Fig. 1: run 1, sequential cells colored by netlist name
Scale bar: 20 um. Other sequential cells in the stronger gray, the rest of the logic in the fainter gray.
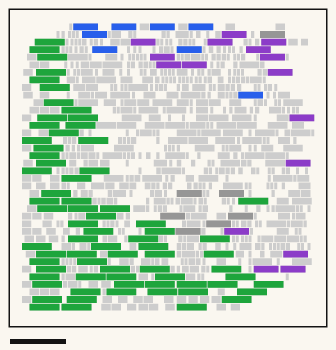
Fig. 2: run 1, drive-strength map
Scale bar: 20 um.
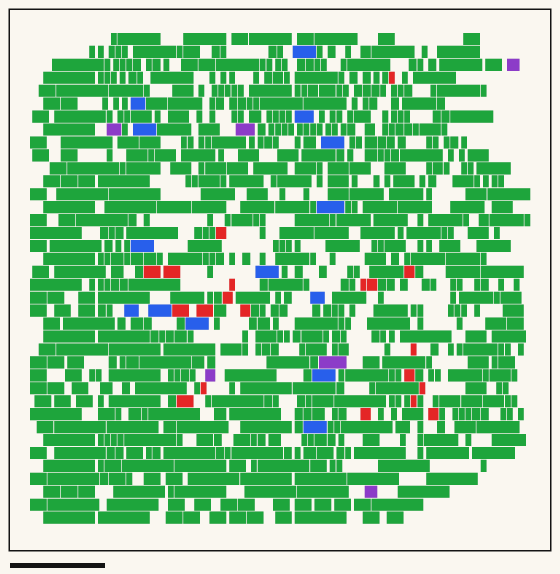
Fig. 3: run 1, placement by cell class
Scale bar: 20 um.
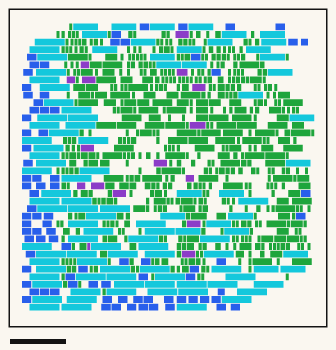
--- src/rtl/wavelet_pkg.sv ---
// Shared defaults, the Mexican-hat kernel and FSM state codes for the
// wavelet FIR.
package wavelet_pkg;

    localparam int BITS_PER_ELEM_DEF  = 8;
    localparam int SUM_TRUNCATION_DEF = 8;
    localparam int MAX_BITS_DEF       = 16;
    localparam int FIR_NUM_ELEM       = 9;

    // Coefficient k lives in bits [8k+7:8k]: -10 -36 -59 28 124 28 -59 -36 -10
    localparam logic [71:0] FILTER_VAL_DEF = 72'hf6dcc51c7c1cc5dcf6;

    typedef logic [1:0] wavelet_state_t;
    localparam wavelet_state_t IDLE = 2'd0;
    localparam wavelet_state_t MAC  = 2'd1;
    localparam wavelet_state_t DONE = 2'd2;

endpackage

--- src/rtl/wavelet_fir_if.sv ---
// Sample window, start request and result bus of one wavelet FIR instance.
interface wavelet_fir_if
    import wavelet_pkg::*;
#(
    parameter int BITS_PER_ELEM  = BITS_PER_ELEM_DEF,
    parameter int NUM_ELEM       = FIR_NUM_ELEM,
    parameter int SUM_TRUNCATION = SUM_TRUNCATION_DEF
);
    logic [BITS_PER_ELEM*NUM_ELEM-1:0] taps;
    logic                              i_start_calc;
    logic [SUM_TRUNCATION-1:0]         o_wavelet;
    logic                              o_valid;

    modport master (output taps, output i_start_calc, input o_wavelet, input o_valid);
    modport slave  (input taps, input i_start_calc, output o_wavelet, output o_valid);
endinterface

--- src/rtl/wavelet_fir_mac.sv ---
// Signed coefficient times unsigned sample, accumulated into a wide signed
// register with synchronous clear and enable.
module wavelet_fir_mac
    import wavelet_pkg::*;
#(
    parameter int BITS_PER_ELEM = BITS_PER_ELEM_DEF,
    parameter int ACC_W         = MAX_BITS_DEF + 4
) (
    input  logic                            clk,
    input  logic                            rst,
    input  logic                            i_clear,
    input  logic                            i_en,
    input  logic signed [BITS_PER_ELEM-1:0] i_coef,
    input  logic        [BITS_PER_ELEM-1:0] i_tap,
    output logic signed [ACC_W-1:0]         o_acc
);
    logic signed [2*BITS_PER_ELEM:0] w_prod;
    logic signed [ACC_W-1:0]         r_acc;

    // Zero-extend the sample so it multiplies as a non-negative signed value.
    assign w_prod = i_coef * $signed({1'b0, i_tap});

    always_ff @(posedge clk or negedge rst) begin
        if (!rst) begin
            r_acc <= '0;
        end else if (i_clear) begin
            r_acc <= '0;
        end else if (i_en) begin
            r_acc <= r_acc + ACC_W'(w_prod);
        end
    end

    assign o_acc = r_acc;

endmodule

--- src/rtl/wavelet_fir.sv ---
// Sequential 9-tap wavelet FIR: one MAC reused across the window, then an
// arithmetic scale; WAVELET_FIR_SATURATION_EN selects clamping over wrapping.
module wavelet_fir
    import wavelet_pkg::*;
#(
    parameter int                                BITS_PER_ELEM  = BITS_PER_ELEM_DEF,
    parameter int                                SUM_TRUNCATION = SUM_TRUNCATION_DEF,
    parameter int                                NUM_ELEM       = FIR_NUM_ELEM,
    parameter logic [BITS_PER_ELEM*NUM_ELEM-1:0] FILTER_VAL     = FILTER_VAL_DEF,
    parameter int                                MAX_BITS       = MAX_BITS_DEF,
    parameter int                                BASE_NUM_ELEM  = FIR_NUM_ELEM
) (
    input  logic          clk,
    input  logic          rst,
    wavelet_fir_if.slave  bus
);
    localparam int ACC_W = MAX_BITS + 4;
    localparam int SHIFT = MAX_BITS - SUM_TRUNCATION;
    localparam int IDX_W = (NUM_ELEM > 1) ? $clog2(NUM_ELEM) : 1;
    localparam logic [IDX_W-1:0] LAST_IDX = IDX_W'(NUM_ELEM - 1);

    generate
        if (BASE_NUM_ELEM != NUM_ELEM) begin : g_len_check
            $error("wavelet_fir: BASE_NUM_ELEM must equal NUM_ELEM");
        end
    endgenerate

    function automatic logic [SUM_TRUNCATION-1:0] scale_out(input logic signed [ACC_W-1:0] acc);
`ifdef WAVELET_FIR_SATURATION_EN
        localparam logic signed [ACC_W-1:0] SAT_MAX = ACC_W'((1 << (SUM_TRUNCATION - 1)) - 1);
        localparam logic signed [ACC_W-1:0] SAT_MIN = -ACC_W'(1 << (SUM_TRUNCATION - 1));
        logic signed [ACC_W-1:0] sh;
        sh = acc >>> SHIFT;
        if (sh > SAT_MAX)      return SUM_TRUNCATION'(SAT_MAX);
        else if (sh < SAT_MIN) return SUM_TRUNCATION'(SAT_MIN);
        else                   return SUM_TRUNCATION'(sh);
`else
        return SUM_TRUNCATION'(acc >>> SHIFT);
`endif
    endfunction

    wavelet_state_t                    r_state;
    logic [IDX_W-1:0]                  r_idx;
    logic [BITS_PER_ELEM*NUM_ELEM-1:0] r_taps;
    logic [SUM_TRUNCATION-1:0]         r_wavelet;
    logic                              r_valid;

    logic                              w_accept;
    logic signed [BITS_PER_ELEM-1:0]   w_coef;
    logic        [BITS_PER_ELEM-1:0]   w_tap;
    logic signed [ACC_W-1:0]           w_acc;

    assign w_accept = (r_state == IDLE) && bus.i_start_calc;
    assign w_coef   = $signed(FILTER_VAL[r_idx*BITS_PER_ELEM +: BITS_PER_ELEM]);
    assign w_tap    = r_taps[r_idx*BITS_PER_ELEM +: BITS_PER_ELEM];

    // Window is captured once so the caller may keep shifting samples in.
    always_ff @(posedge clk) begin
        if (w_accept) begin
            r_taps <= bus.taps;
        end
    end

    always_ff @(posedge clk or negedge rst) begin
        if (!rst) begin
            r_state   <= IDLE;
            r_idx     <= '0;
            r_wavelet <= '0;
            r_valid   <= 1'b0;
        end else begin
            r_valid <= 1'b0;
            case (r_state)
                IDLE: begin
                    if (bus.i_start_calc) begin
                        r_idx   <= '0;
                        r_state <= MAC;
                    end
                end
                MAC: begin
                    r_idx <= r_idx + 1'b1;
                    if (r_idx == LAST_IDX) begin
                        r_state <= DONE;
                    end
                end
                DONE: begin
                    r_wavelet <= scale_out(w_acc);
                    r_valid   <= 1'b1;
                    r_state   <= IDLE;
                end
                default: r_state <= IDLE;
            endcase
        end
    end

    wavelet_fir_mac #(
        .BITS_PER_ELEM (BITS_PER_ELEM),
        .ACC_W         (ACC_W)
    ) u_mac (
        .clk     (clk),
        .rst     (rst),
        .i_clear (w_accept),
        .i_en    (r_state == MAC),
        .i_coef  (w_coef),
        .i_tap   (w_tap),
        .o_acc   (w_acc)
    );

    assign bus.o_wavelet = r_wavelet;
    assign bus.o_valid   = r_valid;

endmodule

--- src/flat_wrapper.sv ---
// flat-port wrapper written by rule: the top's interface ports become plain ports
module wavelet_fir_flat import wavelet_pkg::*;
#(
    parameter int                                BITS_PER_ELEM  = BITS_PER_ELEM_DEF,
    parameter int                                SUM_TRUNCATION = SUM_TRUNCATION_DEF,
    parameter int                                NUM_ELEM       = FIR_NUM_ELEM,
    parameter logic [BITS_PER_ELEM*NUM_ELEM-1:0] FILTER_VAL     = FILTER_VAL_DEF,
    parameter int                                MAX_BITS       = MAX_BITS_DEF,
    parameter int                                BASE_NUM_ELEM  = FIR_NUM_ELEM
)
  (clk, rst, bus_taps, bus_i_start_calc, bus_o_wavelet, bus_o_valid);
  wavelet_fir_if #(.BITS_PER_ELEM(BITS_PER_ELEM), .NUM_ELEM(NUM_ELEM), .SUM_TRUNCATION(SUM_TRUNCATION)) bus_i ();
  input  logic clk;
  input  logic rst;
  input wire logic [$bits(bus_i.taps)-1:0] bus_taps;
  input wire logic [$bits(bus_i.i_start_calc)-1:0] bus_i_start_calc;
  output wire logic [$bits(bus_i.o_wavelet)-1:0] bus_o_wavelet;
  output wire logic [$bits(bus_i.o_valid)-1:0] bus_o_valid;
  assign bus_i.taps = bus_taps;
  assign bus_i.i_start_calc = bus_i_start_calc;
  assign bus_o_wavelet = bus_i.o_wavelet;
  assign bus_o_valid = bus_i.o_valid;
  wavelet_fir #(.BITS_PER_ELEM(BITS_PER_ELEM), .SUM_TRUNCATION(SUM_TRUNCATION), .NUM_ELEM(NUM_ELEM), .FILTER_VAL(FILTER_VAL), .MAX_BITS(MAX_BITS), .BASE_NUM_ELEM(BASE_NUM_ELEM)) u_core (.clk(clk), .rst(rst), .bus(bus_i));
endmodule
--- config.mk ---
export PLATFORM = sky130hd
export DESIGN_NAME = wavelet_fir_flat
export DESIGN_NICKNAME = d
export VERILOG_FILES = /design/src/rtl/wavelet_pkg.sv /design/src/rtl/wavelet_fir_if.sv /design/src/rtl/wavelet_fir_mac.sv /design/src/rtl/wavelet_fir.sv /design/src/flat_wrapper.sv
export SDC_FILE = /design/constraint.sdc
export NUM_CORES = 1
export LEC_CHECK = 0
export ABC_AREA = 1
export CORE_MARGIN = 4
export CORE_UTILIZATION = 61
export CTS_CLUSTER_DIAMETER = 30
export DETAILED_ROUTE_END_ITERATION = 8
export GPL_TIMING_DRIVEN = 1
export HOLD_SLACK_MARGIN = 0.06
export PLACE_DENSITY = 0.86
export SYNTH_ARGS = -nofsm -noshare
export SYNTH_HDL_FRONTEND = slang
export SYNTH_SLANG_ARGS = --single-unit
--- constraint.sdc ---
create_clock -name clk -period 10.5 [get_ports clk]
set_input_delay 2.625 -clock clk [delete_from_list [all_inputs] [get_ports clk]]
set_output_delay 2.625 -clock clk [all_outputs]
set_load 0.01 [all_outputs]
==> summary.txt, run 1 <==
status -> finished, final reports clean
yosys stat area -> 6793 um^2
R2R setup slack -> 3.93 ns
Crit path max-delay family -> adder cells
Worst-path clk slew -> 0.11 ns
Max Freq -> 152.3 MHz
worst-case clock buffer depth -> 2
routing usage on met3 -> 5.411%
H-tree depth -> 3
vias per inst -> 5.687
global-route wire length before repair -> 27,170 um
yosys cell count -> 693
cycle use final -> 62.54%
worst skew pair latency -> 0.39 ns
ao+oa area frac -> 9.228%
Worst Skew -> 0.01402 ns
layout cells sized above 1 -> 5.148%
WL met1 -> 6323 um
count of library flops with an enable pin -> 72
antenna viol nets, final -> 0
Area after DPL -> 7695 um^2
Top FF cell, synth -> edfxtp_1
Syn. warnings -> 0
Worst slew margin -> 23.38%
global-route track usage on met2 -> 44.60%
Area Overhead vs Synth -> 16.08%
commonest cells after routing, fill and taps aside -> nand2_1, inv_1, nor2_1
Max Cap Violations -> 0
Post-Syn Nets -> 869
Synth Seq Share -> 43.25%
Slew Viols, Final -> 0
Routed met3 length -> 1138 um
CP most frequent cell -> nand2_1
reg-to-reg startpoint -> u_core.r_idx[0]$_DFFE_PN0P_
pre-CTS setup slack -> 4.038 ns
crit path to -> u_core.u_mac.o_acc[13]$_DFFE_PN0P_
Levels on crit path -> 25
GPL Wtd Cong -> 0.9422
Post-Syn Instances -> 693
Reg2Reg Depth -> 25
Final Hold Viols -> 0
Synth Cell Area -> 6793 um^2
IO Count -> 84
CP Max Fanout -> 38
TritonCTS buffer count -> 9
Worst Hold Class -> reg2reg
WL per Instance -> 17.56 um
Synth Area in XOR/XNOR -> 0%
initial antenna violation count -> 0
Synth cell types -> 31
Commonest Layout Cell -> nand2_1
global router's overall resource usage -> 26.89%
RSZ-0062 raised after global routing -> false
Via Count -> 5,215
Logic area -> 3306 um^2
Tmin final -> 6.567 ns
fp_density -> 62.39%
global route hottest layer -> met2
clock sinks -> 103
Post-CTS Hold Fix Bufs -> 0
## Picture notes: Fig. 1
blue -> u_core.bus.o_wavelet  # flops 8
purple -> u_core.u_mac.o_acc  # flops 16
green -> u_core.r_taps  # flops 72
not colored = 7
register area: 2938 um^2
flop share of the area: 37.26%
Finished Core Util: 72.42%

## Picture notes: Fig. 2
green -> x1 and smaller  # cells 737, share 95%
purple -> x3 and x4  # cells 6, share 0.77%
blue -> x6 and larger  # cells 14, share 1.8%
red -> x2  # cells 20, share 2.6%

## Picture notes: Fig. 3
purple -> clock drivers and dummy loads  # cells 16, share of their area 2.5%
blue -> remaining buffers and delay cells  # cells 85, share of their area 11%
cyan -> sequential cells  # cells 103, share of their area 38%
green -> remaining logic cells  # cells 573, share of their area 48%
# rows: 38
fin area: 7885 um^2
Core Region: 10,890 um^2

==> run 1: how the worst min path moves through the flow <==
| stage | depth (start not counted) | slack (ns) | end | startpoint |
|---|---|---|---|---|
| final | 2 | 0.49 | u_core.bus.o_wavelet[3]$_DFFE_PN0P_ | u_core.bus.o_wavelet[3]$_DFFE_PN0P_ |
| after global routing | 2 | 0.52 | u_core.bus.o_wavelet[5]$_DFFE_PN0P_ | u_core.bus.o_wavelet[5]$_DFFE_PN0P_ |
| after CTS | 2 | 0.50 | u_core.bus.o_wavelet[5]$_DFFE_PN0P_ | u_core.bus.o_wavelet[5]$_DFFE_PN0P_ |
| after detailed placement | 2 | 0.47 | u_core.bus.o_wavelet[5]$_DFFE_PN0P_ | u_core.bus.o_wavelet[5]$_DFFE_PN0P_ |
| after global placement | 2 | 0.47 | u_core.bus.o_wavelet[1]$_DFFE_PN0P_ | u_core.bus.o_wavelet[1]$_DFFE_PN0P_ |
| after floorplan | 1 | 0.44 | u_core.bus.o_valid$_DFF_PN0_ | u_core.r_state[0]$_DFFE_PN0P_ |
==> run 1: cells in the mapped netlist (17+ instances only) <==
| cell type | count | area, um^2 |
|---|---|---|
| inv_1 | 106 | 397.9 |
| nand3_1 | 18 | 90.09 |
| o211ai_1 | 17 | 127.6 |
| nand2_1 | 121 | 454.2 |
| a21oi_1 | 30 | 150.1 |
| dfrtp_1 | 31 | 775.7 |
| o21ai_0 | 53 | 265.3 |
| ha_1 | 50 | 625.6 |
| edfxtp_1 | 72 | 2162 |
| fa_1 | 51 | 1021 |
| nor2_1 | 85 | 319.1 |
==> run 1: area by class of cell <==
cell class,instances,share of cell area (%)
Timing Repair Buffer,85,10.73
Sequential cell,103,37.26
Inverter,114,5.459
Tap cell,140,2.222
Clock inverter,6,0.7934
Clock buffer,10,1.619
Multi-Input combinational cell,459,41.92
==> run 1: metrics by stage <==
step / hold WS (ns) / std cells
after CTS: 0.4977 / 917
final: 0.4945 / 917
after global routing: 0.5163 / 917
after floorplan: 0.4351 / 693
after detailed placement: 0.4743 / 901
after global placement: 0.4683 / 901
==> run 1: registers in the layout (all words and copies together) (netlist names) <==
| name | cells |
|---|---|
| u_core.r_taps | 72 |
| u_core.bus.o_wavelet | 8 |
| u_core.r_state | 2 |
| u_core.u_mac.o_acc | 16 |
| u_core.r_idx | 4 |
| u_core.bus.o_valid | 1 |
==> run 1: cells by family (layout without fill, tap and decap cells) <==
logic type,after synthesis,count (layout)
and+or+nand+nor,244,244
buffers and inverters,131,215
AOI/OAI and AO/OA,113,113
DFF,103,103
adders and majority gates,101,101
muxes,1,1
Fig. 4: run 1, routing congestion map
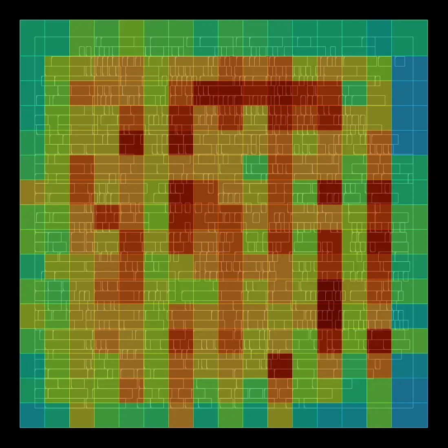

==> run 2, diff against run 1 <==
--- a/config.mk
+++ b/config.mk
@@ -7,12 +7,12 @@
 export LEC_CHECK = 0
 export ABC_AREA = 1
 export CORE_MARGIN = 4
-export CORE_UTILIZATION = 61
+export CORE_UTILIZATION = 57
 export CTS_CLUSTER_DIAMETER = 30
 export DETAILED_ROUTE_END_ITERATION = 8
 export GPL_TIMING_DRIVEN = 1
 export HOLD_SLACK_MARGIN = 0.06
-export PLACE_DENSITY = 0.86
+export PLACE_DENSITY = 0.82
 export SYNTH_ARGS = -nofsm -noshare
 export SYNTH_HDL_FRONTEND = slang
 export SYNTH_SLANG_ARGS = --single-unit
==> constraint.sdc (replaced) <==
create_clock -name clk -period 6.35 [get_ports clk]
set_input_delay 1.5875 -clock clk [delete_from_list [all_inputs] [get_ports clk]]
set_output_delay 1.5875 -clock clk [all_outputs]
set_load 0.01 [all_outputs]
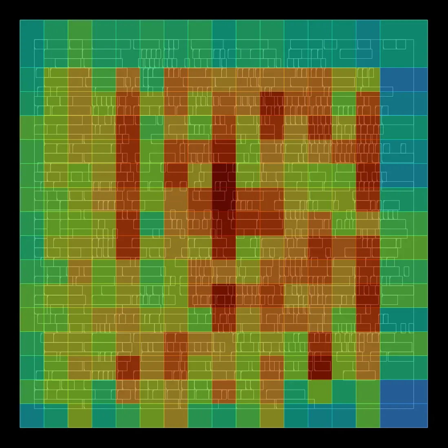
Fig. 5. Routing congestion map (run 2).
WL per Instance: 17.61 um
global-route track usage on met2: 43.33%
routing usage on met3: 6.838%
GRT met1 Usage: 31.59%
Finished Core Util: 69.36%

==> run 2 against run 1 <==
Against the previous run:
- critical path depth shrank 3
- synthesized area is the same
- fmax grew 16%
- routed wire length grew 0.82%
- via count shrank 2.8%
- critical endpoint is now u_core.u_mac.o_acc[14]$_DFFE_PN0P_
- largest cell class unchanged
- synthesized cell count is the same
- count of clock-buffer cells in the layout shrank 1
- register-to-register slack lost 3.3 ns
==> summary.txt, run 2 <==
vias per inst -> 5.499 (-3.3%)
Final Hold Viols -> 0 (unchanged)
Synth Seq Share -> 43.25% (unchanged)
Worst slew margin -> 41.41% (+18 points)
Area Overhead vs Synth -> 18.09%
Area after DPL -> 7714 um^2 (+0.24%)
antenna viol nets, final -> 0 (unchanged)
clock sinks -> 103 (unchanged)
fin area -> 8021 um^2 (+1.7%)
reg-to-reg startpoint -> u_core.r_idx[2]$_DFFE_PN0P_
Post-CTS Hold Fix Bufs -> 0 (unchanged)
yosys stat area -> 6793 um^2 (unchanged)
worst skew pair latency -> 0.37 ns (-0.02 ns)
TritonCTS buffer count -> 9 (unchanged)
R2R setup slack -> 0.67 ns (-3.27 ns)
Slew Viols, Final -> 0 (unchanged)
Logic area -> 3306 um^2 (unchanged)
Synth Cell Area -> 6793 um^2 (unchanged)
hold path depth -> 2 (unchanged)
cells resized by post-CTS repair -> 0
global-route wire length before repair -> 26,080 um (-4.0%)
Post-synth area hogs -> edfxtp_1, fa_1, dfrtp_1
Post-Syn Instances -> 693 (unchanged)
yosys cell count -> 693 (unchanged)
initial antenna violation count -> 0 (unchanged)
cycle use final -> 89.49% (+27 points)
count of library flops with an enable pin -> 72 (unchanged)
Worst Skew -> 0.01643 ns (+0.002408 ns)
Top FF cell, synth -> edfxtp_1
Tmin final -> 5.683 ns (-0.8841 ns)
global router's overall resource usage -> 25.42% (-1.5 points)
Worst Hold End -> u_core.bus.o_wavelet[0]$_DFFE_PN0P_
Post-Syn Nets -> 869 (unchanged)
Syn. warnings -> 0 (unchanged)
RSZ-0062 raised after global routing -> false
Max Cap Violations -> 0 (unchanged)
fp_density -> 58.74% (-3.7 points)
status -> finished, final reports clean
post-synth top area cell -> edfxtp_1
Commonest Layout Cell -> nand2_1
critical hold path startpoint -> u_core.bus.o_wavelet[0]$_DFFE_PN0P_
Via Count -> 5,070 (-2.8%)
Synth cell types -> 31 (unchanged)
GPL Wtd Cong -> 0.9071 (-3.7%)
Core Region -> 11,560 um^2 (+6.2%)
layout cells sized above 1 -> 5.648% (+0.50 points)
commonest cells after routing, fill and taps aside -> nand2_1, inv_1, nor2_1
max FFs per register -> 72 (unchanged)
CP Max Fanout -> 13 (-66%)
# rows -> 39 (+2.6%)
Largest Register -> u_core.r_taps
number of global-route vias before repair -> 5,368
H-tree depth -> 3 (unchanged)
most frequent cell after synthesis -> nand2_1
crit end category -> flop
worst-case clock buffer depth -> 2 (unchanged)
Top-area cell share -> 31.83% (unchanged)
Max Freq -> 176.0 MHz (+16%)
Post-synth top cells -> nand2_1, inv_1, nor2_1, edfxtp_1, o21ai_0
Reg2Reg Depth -> 22 (-12%)
IO Count -> 84 (unchanged)
ys async rst share -> 30.10%
CTS root buffer -> clkbuf_16
Worst-path clk slew -> 0.09 ns (-0.02 ns)
Worst Hold Class -> reg2reg
==> run 2: netlist changes by cell type in the layout (fill, tap and decap cells not counted), moves of 2 or more <==
cell | previous run | this run
clkbuf_8 | 9 | 0
clkbuf_16 | 0 | 9
buf_4 | 2 | 4
inv_6 | 3 | 1
==> run 2: routing by layer <==
metal  vias up  track usage [%]  wire, um
met5         -                0         0
met3        25            6.838      1235
li1       2415                -         -
met2       218            43.33      8145
met1      2412            31.59      6518
met4         0            8.257       335
==> run 2: cell type report <==
cell class	count	share of cell area, %
clock buffers	9	2.808
clock inverters	7	1.014
flip-flops and latches	103	36.64
well taps	143	2.231
multi-input cells	459	41.21
inverters	114	5.366
repair buffers	87	10.73
==> run 2: stage by stage <==
stage	instances	setup slack [ns]
finish	922	0.6673
global route	922	0.2274
CTS	922	0.5102
detailed placement	906	0.5574
global placement	906	0.7557
floorplan	693	1.111
==> run 2: cell families after synthesis <==
| family | Yosys count | synth area share (%) |
|---|---|---|
| adder cells (fa/ha/maj) | 101 | 24.24 |
| buffers and inverters | 131 | 8.086 |
| multiplexers | 1 | 0.1474 |
| flip-flops | 103 | 43.25 |
| AND/OR/NAND/NOR | 244 | 15.05 |
| AND-OR/OR-AND | 113 | 9.228 |
==> run 2: worst max path at each step <==
stage | end | slack, ns | cells after the start | startpoint
2_1_floorplan | u_core.u_mac.o_acc[14]$_DFFE_PN0P_ | 1.11 | 24 | u_core.r_idx[1]$_DFFE_PN0P_
3_3_place_gp | u_core.u_mac.o_acc[14]$_DFFE_PN0P_ | 0.76 | 21 | u_core.r_idx[1]$_DFFE_PN0P_
3_5_place_dp | u_core.u_mac.o_acc[14]$_DFFE_PN0P_ | 0.56 | 23 | u_core.r_idx[1]$_DFFE_PN0P_
4_1_cts | u_core.u_mac.o_acc[14]$_DFFE_PN0P_ | 0.51 | 23 | u_core.r_idx[1]$_DFFE_PN0P_
5_1_grt | u_core.u_mac.o_acc[10]$_DFFE_PN0P_ | 0.23 | 23 | u_core.r_idx[0]$_DFFE_PN0P_
6_report | u_core.u_mac.o_acc[14]$_DFFE_PN0P_ | 0.67 | 22 | u_core.r_idx[2]$_DFFE_PN0P_
==> run 2: worst max-delay path, cell delays in order, from the launching register on <==
cell,delay (ns)
dfrtp_1,0.66
inv_2,0.24
nand2_1,0.17
inv_1,0.14
nand2_1,0.13
o21ai_0,0.12
inv_1,0.23
a21oi_1,0.11
fa_1,0.55
inv_1,0.05
fa_1,0.47
inv_1,0.05
fa_1,0.50
fa_1,0.57
fa_1,0.42
ha_1,0.37
a21oi_1,0.21
nor2_1,0.07
o21ai_0,0.20
nand3_1,0.10
nand2_1,0.08
nand3_1,0.06
nand2_1,0.09
